File: config.mk
export PLATFORM = sky130hd
export DESIGN_NAME = aqms_esp_io
export DESIGN_NICKNAME = d
export VERILOG_FILES = /design/src/rtl/aqms_esp_io.sv
export SDC_FILE = /design/constraint.sdc
export NUM_CORES = 1
export LEC_CHECK = 0
export ABC_AREA = 1
export ABC_CLOCK_PERIOD_IN_PS = 2100
export CAP_MARGIN = 40
export CORE_UTILIZATION = 41
export DETAILED_ROUTE_END_ITERATION = 10
export PLACE_DENSITY = 0.95
export SYNTH_ARGS = -nofsm -noshare
export SYNTH_HDL_FRONTEND = slang
export SYNTH_SLANG_ARGS = --single-unit
File: constraint.sdc
create_clock -name clk -period 2.1 [get_ports clk]
set_clock_uncertainty 0.15 [all_clocks]
set_input_delay 0.315 -clock clk [delete_from_list [all_inputs] [get_ports clk]]
set_output_delay 0.315 -clock clk [all_outputs]
set_load 0.02 [all_outputs]
File: src/rtl/aqms_esp_io.sv
// Z80 I/O responder bridging a two-port CTRL/STATUS + DATA window to the ESP32 UART FIFOs.
// Registered outputs only; read data is latched at the strobe and driven until the bus cycle ends.
module aqms_esp_io #(
   parameter logic [7:0] BASE_ADDR = 8'hF4
) (
   input  logic       clk,
   input  logic       reset,
   input  logic [7:0] ebus_a,
   input  logic [7:0] ebus_d_in,
   input  logic       ebus_rd_n,
   input  logic       ebus_wr_n,
   input  logic       ebus_iorq_n,
   input  logic       ebus_stb,
   output logic [7:0] ebus_d_out,
   output logic       ebus_d_oe,
   output logic [8:0] esp_tx_data,
   output logic       esp_tx_wr,
   input  logic       esp_tx_fifo_full,
   input  logic [8:0] esp_rx_data,
   output logic       esp_rx_rd,
   input  logic       esp_rx_empty,
   input  logic       esp_rx_fifo_overflow,
   input  logic       esp_rx_framing_error
);

   typedef enum logic {IDLE, DRIVE} state_t;

   state_t     state, state_nxt;
   logic       drive;
   logic       hit, rd_hit, wr_hit, is_data;
   logic       clr_rx_ovf, clr_rx_ferr, clr_tx_ovf, set_tx_ovf;
   logic       rx_ovf, rx_ferr, tx_ovf, sof_pending;
   logic [7:0] rd_reg, status;

   // Strobes that land while the previous read is still being driven are dropped.
   assign hit     = ebus_stb && !ebus_iorq_n && (ebus_a[7:1] == BASE_ADDR[7:1]) && (state == IDLE);
   assign rd_hit  = hit && !ebus_rd_n;
   assign wr_hit  = hit && ebus_rd_n && !ebus_wr_n;
   assign is_data = ebus_a[0];

   assign status = {esp_rx_data[8], 2'b00, tx_ovf, rx_ferr, rx_ovf, esp_tx_fifo_full, !esp_rx_empty};

   assign clr_rx_ovf  = wr_hit && !is_data && ebus_d_in[2];
   assign clr_rx_ferr = wr_hit && !is_data && ebus_d_in[3];
   assign clr_tx_ovf  = wr_hit && !is_data && ebus_d_in[4];
   assign set_tx_ovf  = wr_hit && is_data && esp_tx_fifo_full;

   always_ff @(posedge clk) begin
      if (reset) state <= IDLE;
      else       state <= state_nxt;
   end

   always_comb begin
      // NOTE: every output of this block gets a default first so no path can infer a latch.
      state_nxt = state;
      drive     = 1'b0;
      case (state)
         IDLE:  if (rd_hit) state_nxt = DRIVE;
         DRIVE: begin
            drive = 1'b1;
            if (ebus_rd_n || ebus_iorq_n) state_nxt = IDLE;
         end
         default: state_nxt = IDLE;
      endcase
   end

   assign ebus_d_oe  = drive;
   assign ebus_d_out = rd_reg;

   always_ff @(posedge clk) begin
      if (reset) begin
         // NOTE: non-blocking assignments keep every register updating from pre-edge values.
         rd_reg      <= 8'h00;
         esp_tx_data <= 9'h000;
         esp_tx_wr   <= 1'b0;
         esp_rx_rd   <= 1'b0;
         rx_ovf      <= 1'b0;
         rx_ferr     <= 1'b0;
         tx_ovf      <= 1'b0;
         sof_pending <= 1'b0;
      end else begin
         esp_tx_wr <= 1'b0;
         esp_rx_rd <= 1'b0;

         if (rd_hit) begin
            if (is_data) rd_reg <= esp_rx_empty ? 8'h00 : esp_rx_data[7:0];
            else         rd_reg <= status;
            esp_rx_rd <= is_data && !esp_rx_empty;
         end

         if (wr_hit && is_data && !esp_tx_fifo_full) begin
            esp_tx_data <= {sof_pending, ebus_d_in};
            esp_tx_wr   <= 1'b1;
            sof_pending <= 1'b0;
         end else if (wr_hit && !is_data) begin
            sof_pending <= ebus_d_in[7];
         end

         // Set terms sit outside the clear mask so a coincident event survives the clear.
         rx_ovf  <= (rx_ovf  && !clr_rx_ovf)  || esp_rx_fifo_overflow;
         rx_ferr <= (rx_ferr && !clr_rx_ferr) || esp_rx_framing_error;
         tx_ovf  <= (tx_ovf  && !clr_tx_ovf)  || set_tx_ovf;
      end
   end

endmodule

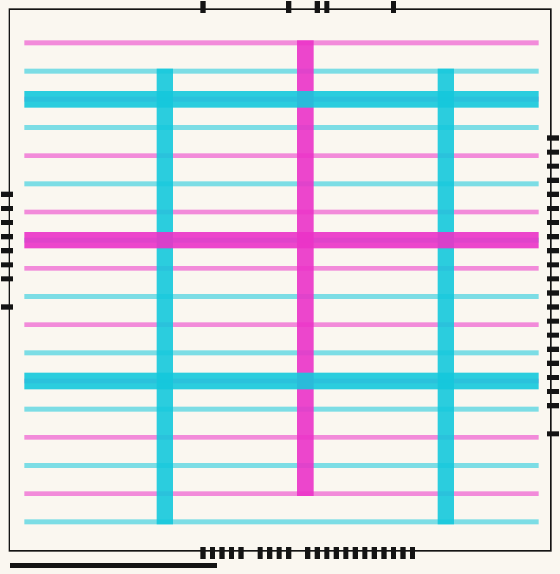
Figure 1: run 1, supply network.
Bar = 20 um. Pins as bars on the die edge.
| colour | net |
|---|---|
| magenta | VDD |
| cyan | VSS |
met1 rails: 18
met5 straps: 3
Worst VDD drop: 0.500 mV
Chip Height: 52.1 um

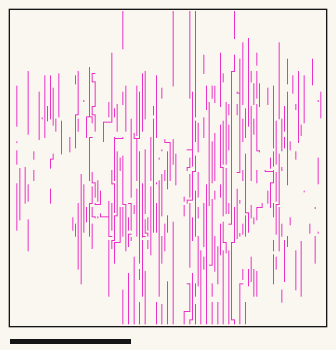
Figure 2: run 1, signal wires on met2.
Bar = 20 um.
main direction: vertical
share of all routed wire: 51%
via count: 1067
GR Layer Usage met2: 0.429
total wire length: 2790 um

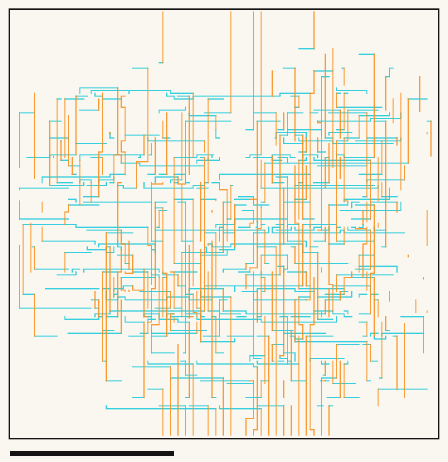
Figure 3: run 1, signal wires by layer.
Bar = 20 um. Two of the layers only.
| colour | layer | wire length |
|---|---|---|
| cyan | met1 | 1120 um |
| orange | met2 | 1430 um |

==> run 1: metrics by stage <==
step                      worst slack, ps  utilization
after floorplan                       648            -
after global routing                  294        0.720
final                                 341        0.720
after CTS                             331        0.720
after detailed placement              132        0.710
after global placement                193        0.710
==> run 1: worst paths after layout <==
check / start / to / cells past startpoint
worst max-delay path: ebus_d_out[5] / ebus_d_out[5] / 1
worst min-delay path: esp_tx_data[7] / esp_tx_data[7] / 2
worst max register to register: state / esp_tx_data[2] / 7
worst min register to register: esp_tx_data[7] / esp_tx_data[7] / 2
==> run 1: registers in the layout, indices dropped and copies added, names as in the netlist <==
name / cells
rx_ferr: 1
tx_ovf: 1
rx_ovf: 1
esp_tx_wr: 1
state: 1
ebus_d_out: 8
sof_pending: 1
esp_tx_data: 9
esp_rx_rd: 1
==> run 1: synth_stat cells <==
master    number
nor2_1        14
nand3_1       13
dfxtp_1       24
o21ai_0        8
nor2_8         1
a21oi_1        4
nor2_2         1
buf_6          1
nand4_1        5
clkbuf_1       1
nor2_4         2
a22o_1         4
nor3_4         1
nand3_2        1
o21bai_1       1
o41ai_1        1
nand2_2        1
inv_2          2
nand4_4        2
buf_2          1
nand2_1       27
inv_1         10
==> run 1: cell type report <==
class,instances,area share
Sequential cell,24,0.290
Multi-Input combinational cell,86,0.293
Inverter,12,0.0272
Tap cell,28,0.0212
Timing Repair Buffer,60,0.354
Clock buffer,3,0.0136
==> run 1: routing by layer <==
layer | up-vias | track usage
li1 | 543 | -
met1 | 478 | 0.243
met2 | 40 | 0.429
met3 | 6 | 0.0673
met4 | 0 | 0.0614
met5 | - | 0
==> run 1: power by group <==
part	leakage, nW	switching (mW)	internal [mW]
sequential	0.194	0.00222	0.458
combinational	0.471	0.0443	0.0722
clock	0.0138	0.125	0.0670
total	0.679	0.172	0.597
==> impl_metrics.yaml, run 1 <==
# flow metrics
pwr:
  power_mw: 0.769
  power_density_nw_per_um2: 465
run:
  drv_cap: 0
  warnings: 26
clock_network:
  clock-sinks: 24
  post_cts_buffers: 0
  numCtsBuffers: 3
  cts-resized-gates: 0
detailed_routing:
  vias_per_cell: 5.01
  highest_layer: "met4"
  drc: 0
  drt_iter0_markers: 15
  drtPass1Iterations: 4
  drt.antenna.violating_nets: 0
  wl_per_cell_um: 13.1
timing:
  hold_ws_ps: 329
  period_minus_slack_ps: 1760
  tightest_slew_ps: 445
  slew_viol_final: 0
  fmax_mhz: 569
  setup_viol: 0
yosys:
  yosysTopAreaCell: "dfxtp_1"
  top_area_frac: 0.466
  ys_sh_mux: 0
  ys_cells: 125
  synth_seq_share: 0.466
  fp_nets: 160
  post_synth_and_or_nand_nor_area_fraction: 0.363
  top_cells_by_area: "dfxtp_1 (47%), nand2_1 (9.8%), nand3_1 (6.3%), nor2_1 (5.1%), nand4_4 (4.1%)"
  ys_sh_aoi: 0.108
  syn_area_per_cell_um2: 8.25
  ys_sh_adder: 0
  ys.flops: 24
layout:
  fin_nets: 222
  final_cell_area_um2: 1650
  lay_top_cells: "clkdlybuf4s50_1 (54), nand2_1 (27), dfxtp_1 (24)"
  stdcell_count: 213
  final_layout_size_suffix_gt1_frac: 0.108
  comb_area_um2: 485
critical_path:
  cp_num_buf_inv: 1
  endpoint_kind: "primary output"
  r2r_slack_ps: 620
  cp.arrival_ps: 1290
  path_class: "reg -> out"
  crit_fanout: 2
die:
  fp_util: 0.449
  fp.dieW_um: 52.1
  std_cell_rows: 17
global_route:
  grt_overflow: 0
status:
  status: "complete, no violations"
worst_hold_path:
  hold_path.class: "reg -> reg"
place:
  dp_cells: 210
  numPortBuffers: 54
==> run 2: changes to the inputs <==
--- a/config.mk
+++ b/config.mk
@@ -6,11 +6,11 @@
 export NUM_CORES = 1
 export LEC_CHECK = 0
 export ABC_AREA = 1
-export ABC_CLOCK_PERIOD_IN_PS = 2100
+export ABC_CLOCK_PERIOD_IN_PS = 1700
 export CAP_MARGIN = 40
-export CORE_UTILIZATION = 41
+export CORE_UTILIZATION = 38
 export DETAILED_ROUTE_END_ITERATION = 10
-export PLACE_DENSITY = 0.95
+export PLACE_DENSITY = 0.9
 export SYNTH_ARGS = -nofsm -noshare
 export SYNTH_HDL_FRONTEND = slang
 export SYNTH_SLANG_ARGS = --single-unit
==> constraint.sdc (replaced) <==
create_clock -name clk -period 1.7 [get_ports clk]
set_clock_uncertainty 0.15 [all_clocks]
set_input_delay 0.255 -clock clk [delete_from_list [all_inputs] [get_ports clk]]
set_output_delay 0.255 -clock clk [all_outputs]
set_load 0.02 [all_outputs]
==> impl_metrics.yaml, run 2 <==
# flow metrics
timing:
  finalSetupTns_ps: 0
  fmax_mhz: 639
  setup_viol: 0
  hold_ws_ps: 301
  hold_viol: 0
  slew_viol_final: 0
  setup_slack_ps: 135
  tightest_slew_ps: 308
  period_minus_slack_ps: 1570
yosys:
  top_cells_by_area: "dfxtp_1 (47%), nand2_1 (9.8%), nand3_1 (6.3%), nor2_1 (5.1%), nand4_4 (4.1%)"
  top_area_frac: 0.466
  async_reset_ff_frac: 0
  synth-edff-count: 0
  syn_area_per_cell_um2: 8.25
  yosysTopAreaCell: "dfxtp_1"
  fp_nets: 160
  ys_cells: 125
  netlist_instances: 125
  synthTopCellsByCount: "nand2_1 (27), dfxtp_1 (24), nor2_1 (14), nand3_1 (13), inv_1 (10)"
  synth.cell_area_um2: 1030
  ys.flop_type: "dfxtp_1"
  synth_dominant_cell_count: "nand2_1"
  ys.flops: 24
  synth_seq_share: 0.466
place:
  place_congestion: 0.813
  dp_cells: 217
  post_dp_cell_area_um2: 1670
  dp_hpwl_um: 2240
  place_ws_ps: -217
  numPortBuffers: 54
run:
  warnings: 27
  drv_cap: 0
detailed_routing:
  num_vias: 1149
  vias_per_cell: 5.18
  drtPass1Iterations: 4
  drt.antenna.violating_nets: 0
  drt_iter0_markers: 20
  drc: 0
pwr:
  power_density_nw_per_um2: 651
  peakVddDrop_mv: 0.444
  power_mw: 1.14
global_route:
  grt_pass1_wl_um: 4490
  grt_max_degree: 20
  grt_overflow: 0
clock_network:
  clock-sinks: 24
  post_cts_buffers: 0
  cts-resized-gates: 8
  path_clk_slew_ps: 140
  cts_tree: "yes"
layout:
  fin_nets: 228
  final_cell_area_um2: 1760
  lay_top_cells: "clkdlybuf4s50_1 (34), nand2_1 (27), dfxtp_1 (24)"
  diodes: 0
  stdcell_count: 222
  finish.utilization: 0.696
  final_layout_size_suffix_gt1_frac: 0.141
  layout_top_cell: "clkdlybuf4s50_1"
  largest_register_ffs: 9
  syn2layout_area_growth_pct: 70.3
  regMostFlops: "esp_tx_data"
die:
  die_area_um2: 2930
  std_cell_rows: 18
  fp_util: 0.409
  fp.dieH_um: 54.1
  core_area_um2: 2520
  fp.dieW_um: 54.1
critical_path:
  crit_required_ps: 1820
  reg2regPathDepth: 7
  path_class: "in -> reg"
  r2r_start: "state"
  path_cells: "clkdlybuf4s50_1 -> inv_1 -> nor2_1 -> nand3_2 -> nor2_4 -> nand4_4 -> nor2_8 -> nand2_1 -> nand2_1"
  endpoint_kind: "flip-flop"
  crit_fanout: 12
  crit-reg2reg-capture: "esp_tx_data[5]"
  cp_top_family: "simple AND/OR/NAND/NOR gates"
  crit_slowest_cell: "clkdlybuf4s50_1"
  cp_num_buf_inv: 2
  critical_path.startpoint: "ebus_a[2]"
  r2r_slack_ps: 230
  cp.depth: 9
  endpoint: "esp_tx_data[5]"
  cp.arrival_ps: 1680
status:
  status: "complete, no violations"
worst_hold_path:
  hold_path.class: "in -> reg"
## run 2: cell counts after synthesis
No cell type changed its count.
## run 2: cells by family after synthesis
group                  after synthesis  share of synthesized area
buffers and inverters               15                     0.0631
AND/OR/NAND/NOR                     68                      0.363
AND-OR/OR-AND                       18                      0.108
flip-flops                          24                      0.466
## run 2: where the power goes
part	switching (mW)	total (mW)	leakage, nW	internal [mW]
logic	0.0577	0.154	0.761	0.0965
clock network	0.182	0.421	0.0279	0.239
registers	0.00196	0.568	0.194	0.566
## run 2: how the worst min path moves through the flow
| stage | from | to | slack (ps) | cells after the start |
|---|---|---|---|---|
| 6_report | ebus_d_in[6] | esp_tx_data[6] | 300 | 3 |
| 3_5_place_dp | rx_ovf | rx_ovf | 310 | 2 |
| 4_1_cts | ebus_d_in[1] | esp_tx_data[1] | 300 | 3 |
| 2_1_floorplan | reset | rx_ferr | 170 | 1 |
| 3_3_place_gp | sof_pending | esp_tx_data[8] | 280 | 2 |
| 5_1_grt | ebus_d_in[0] | esp_tx_data[0] | 320 | 3 |
## run 2: worst min-delay path: cells and delay by family
| kind | cells | cell delay (ps) |
|---|---|---|
| buffers and inverters | 1 | 400 |
| AND/OR/NAND/NOR | 2 | 110 |
## run 2: routing by layer
layer  share of wire  up-vias  track usage
li1                -      557            -
met1            0.40      542        0.233
met2            0.53       45        0.403
met3           0.046        5       0.0198
met4           0.016        0        0.115
met5               0        -            0
## run 2: cell type report
class / count / area (um2) / area share
Timing Repair Buffer: 65 / 643 / 0.366
Multi-Input combinational cell: 87 / 497 / 0.283
Sequential cell: 24 / 480 / 0.274
Inverter: 12 / 45.0 / 0.0257
Tap cell: 30 / 37.5 / 0.0214
Clock inverter: 1 / 30.0 / 0.0171
Clock buffer: 3 / 22.5 / 0.0128
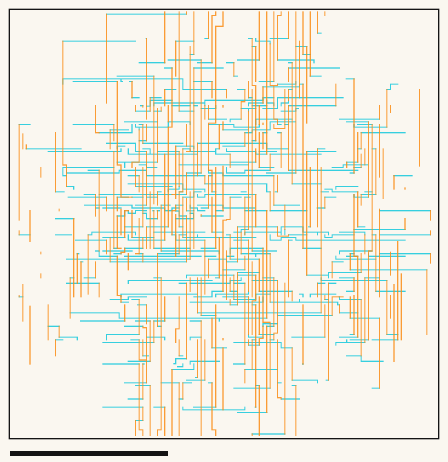
Figure 4: run 2, signal wires by layer.
Bar = 20 um. Two of the layers only.
| colour | layer | wire length |
|---|---|---|
| orange | met2 | 1560 um |
| cyan | met1 | 1180 um |
Global Route Usage Sum: 0.214
total wire length: 2930 um
DR WL/cell: 13.2 um

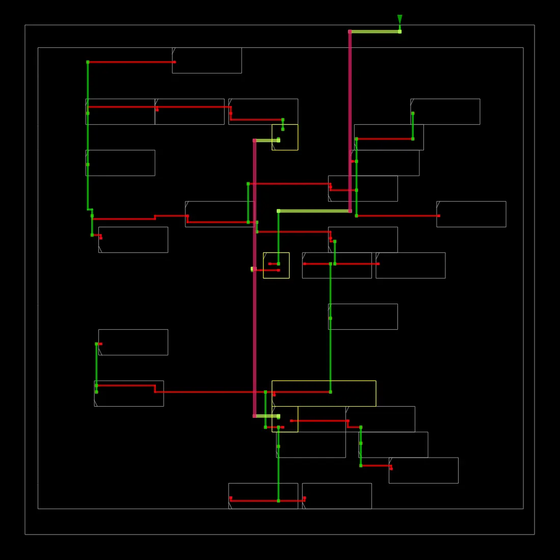
Figure 5: run 2, clock nets.
cts bufs inserted: 3
clock network power consumption: 0.421 mW
Seq cells: 24
clock buffer count: 3

==> run 3: changes to the inputs <==
--- a/config.mk
+++ b/config.mk
@@ -8,6 +8,7 @@
 export ABC_AREA = 1
 export ABC_CLOCK_PERIOD_IN_PS = 1700
 export CAP_MARGIN = 40
+export CORE_MARGIN = 2
 export CORE_UTILIZATION = 38
 export DETAILED_ROUTE_END_ITERATION = 10
 export PLACE_DENSITY = 0.9
==> impl_metrics.yaml, run 3 <==
# flow metrics
status:
  status: "complete, no violations"
worst_hold_path:
  hold_path.class: "in -> reg"
detailed_routing:
  drt_iter0_markers: 26
  drt.antenna.violating_nets: 0
  drc: 0
  drtPass1Iterations: 4
  wl_per_cell_um: 13.3
yosys:
  ys.flops: 24
  synthTopCellsByCount: "nand2_1 (27), dfxtp_1 (24), nor2_1 (14), nand3_1 (13), inv_1 (10)"
  top_cells_by_area: "dfxtp_1 (47%), nand2_1 (9.8%), nand3_1 (6.3%), nor2_1 (5.1%), nand4_4 (4.1%)"
  yosysTopAreaCell: "dfxtp_1"
  synth-edff-count: 0
  netlist_instances: 125
  synth.cell_area_um2: 1030
global_route:
  grt_max_degree: 20
  gr-usage-all-layers: 0.192
  grt_pass1_wl_um: 4800
critical_path:
  crit_slowest_cell: "clkdlybuf4s50_1"
  cp_top_family: "buffers and inverters"
  path_cells: "clkdlybuf4s50_1"
  critical_path.startpoint: "esp_tx_wr"
die:
  fp_util: 0.409
  fp.dieH_um: 56.1
  std_cell_rows: 18
  die_area_um2: 3150
  core_area_um2: 2520
  fp.dieW_um: 56.1
timing:
  fmax_mhz: 608
  tightest_slew_ps: 297
place:
  place_congestion: 0.805
  dp_hpwl_um: 2370
  post_dp_cell_area_um2: 1660
pwr:
  peakVddDrop_mv: 0.414
  combPwrFrac: 0.134
  p_clk_frac: 0.362
  powerComb_mw: 0.151
  seq_cell_power_mw: 0.568
  switching_share: 0.203
  power_frac_seq: 0.504
  power_leader: "sequential cells"
  p_clk_mw: 0.408
layout:
  syn2layout_area_growth_pct: 69.4
  final_layout_size_suffix_gt1_frac: 0.132
  diodes: 0
  largest_register_ffs: 9
  layout_top_cell: "clkdlybuf4s50_1"
clock_network:
  numCtsBuffers: 3
  clock-sinks: 24
  cts_tree: "yes"
## run 3: cell counts after synthesis
No cell type changed its count.
## run 3: cell families after synthesis
logic type	synth area share
buffers and inverters	0.0631
AND/OR/NAND/NOR	0.363
flip-flops	0.466
AND-OR/OR-AND	0.108
## run 3: worst min-delay path: cells and delay by family
family | cells | cell delay [ps]
buffers and inverters | 2 | 440
AOI/OAI and AO/OA | 1 | 50
## run 3: how the worst min path moves through the flow
stage	slack [ps]	end	cells past startpoint
2_1_floorplan	170	rx_ferr	1
3_3_place_gp	280	esp_tx_data[8]	2
3_5_place_dp	300	esp_tx_data[8]	2
4_1_cts	320	esp_tx_data[8]	2
5_1_grt	320	rx_ferr	3
6_report	320	rx_ferr	3
## run 3: per-layer routing
layer | share of wire | global-route usage | wire length [um] | vias to the layer above
li1 | - | - | - | 550
met1 | 0.38 | 0.222 | 1110 | 505
met2 | 0.53 | 0.341 | 1560 | 49
met3 | 0.057 | 0.0302 | 167 | 10
met4 | 0.032 | 0.0952 | 95 | 0
met5 | 0 | 0 | 0 | -
## run 3: cell type report
type,instances,area [um2],share of cell area
Timing Repair Buffer,64,646,0.370
Sequential cell,24,480,0.275
Multi-Input combinational cell,86,485,0.278
Inverter,12,45.0,0.0258
Tap cell,30,37.5,0.0215
Clock buffer,3,22.5,0.0129
Clock inverter,1,30.0,0.0172
## run 3: stage by stage
step / std cells / util / setup WS [ps] / hold WS [ps]
6_report: 220 / 0.692 / 54.7 / 324
5_1_grt: 220 / 0.692 / 5.65 / 318
4_1_cts: 220 / 0.679 / 2.74 / 321
3_5_place_dp: 216 / 0.660 / -220 / 298
3_3_place_gp: 216 / 0.660 / -145 / 281
2_1_floorplan: 125 / - / 248 / 174
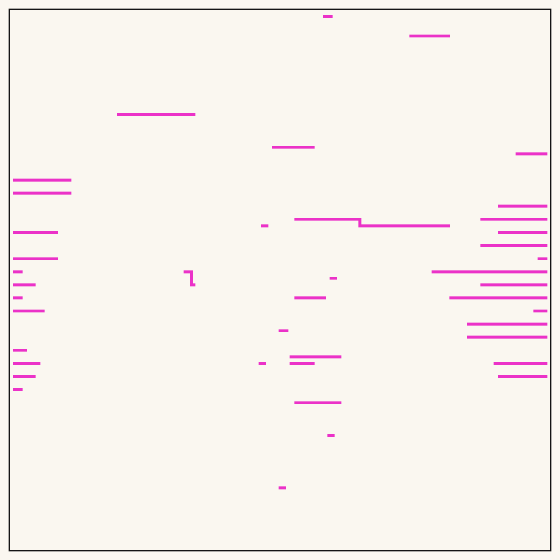
Figure 6: run 3, metal 3.
main direction: horizontal
nets with wire on the layer: 36
longest straight run: 11.7 um
total wire length: 2930 um
via count: 1114
met3 Use GR: 0.0302

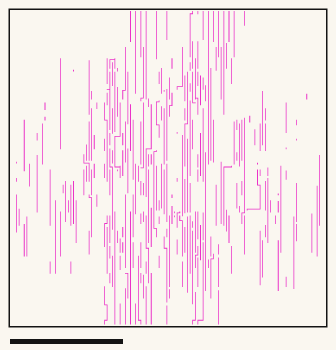
Figure 7: run 3, signal wires on met2.
Bar = 20 um.
nets with wire on the layer: 196
wire length on this layer: 1560 um
longest straight run: 27.1 um
share of all routed wire: 53%

Power and IR drop assume default switching activity.
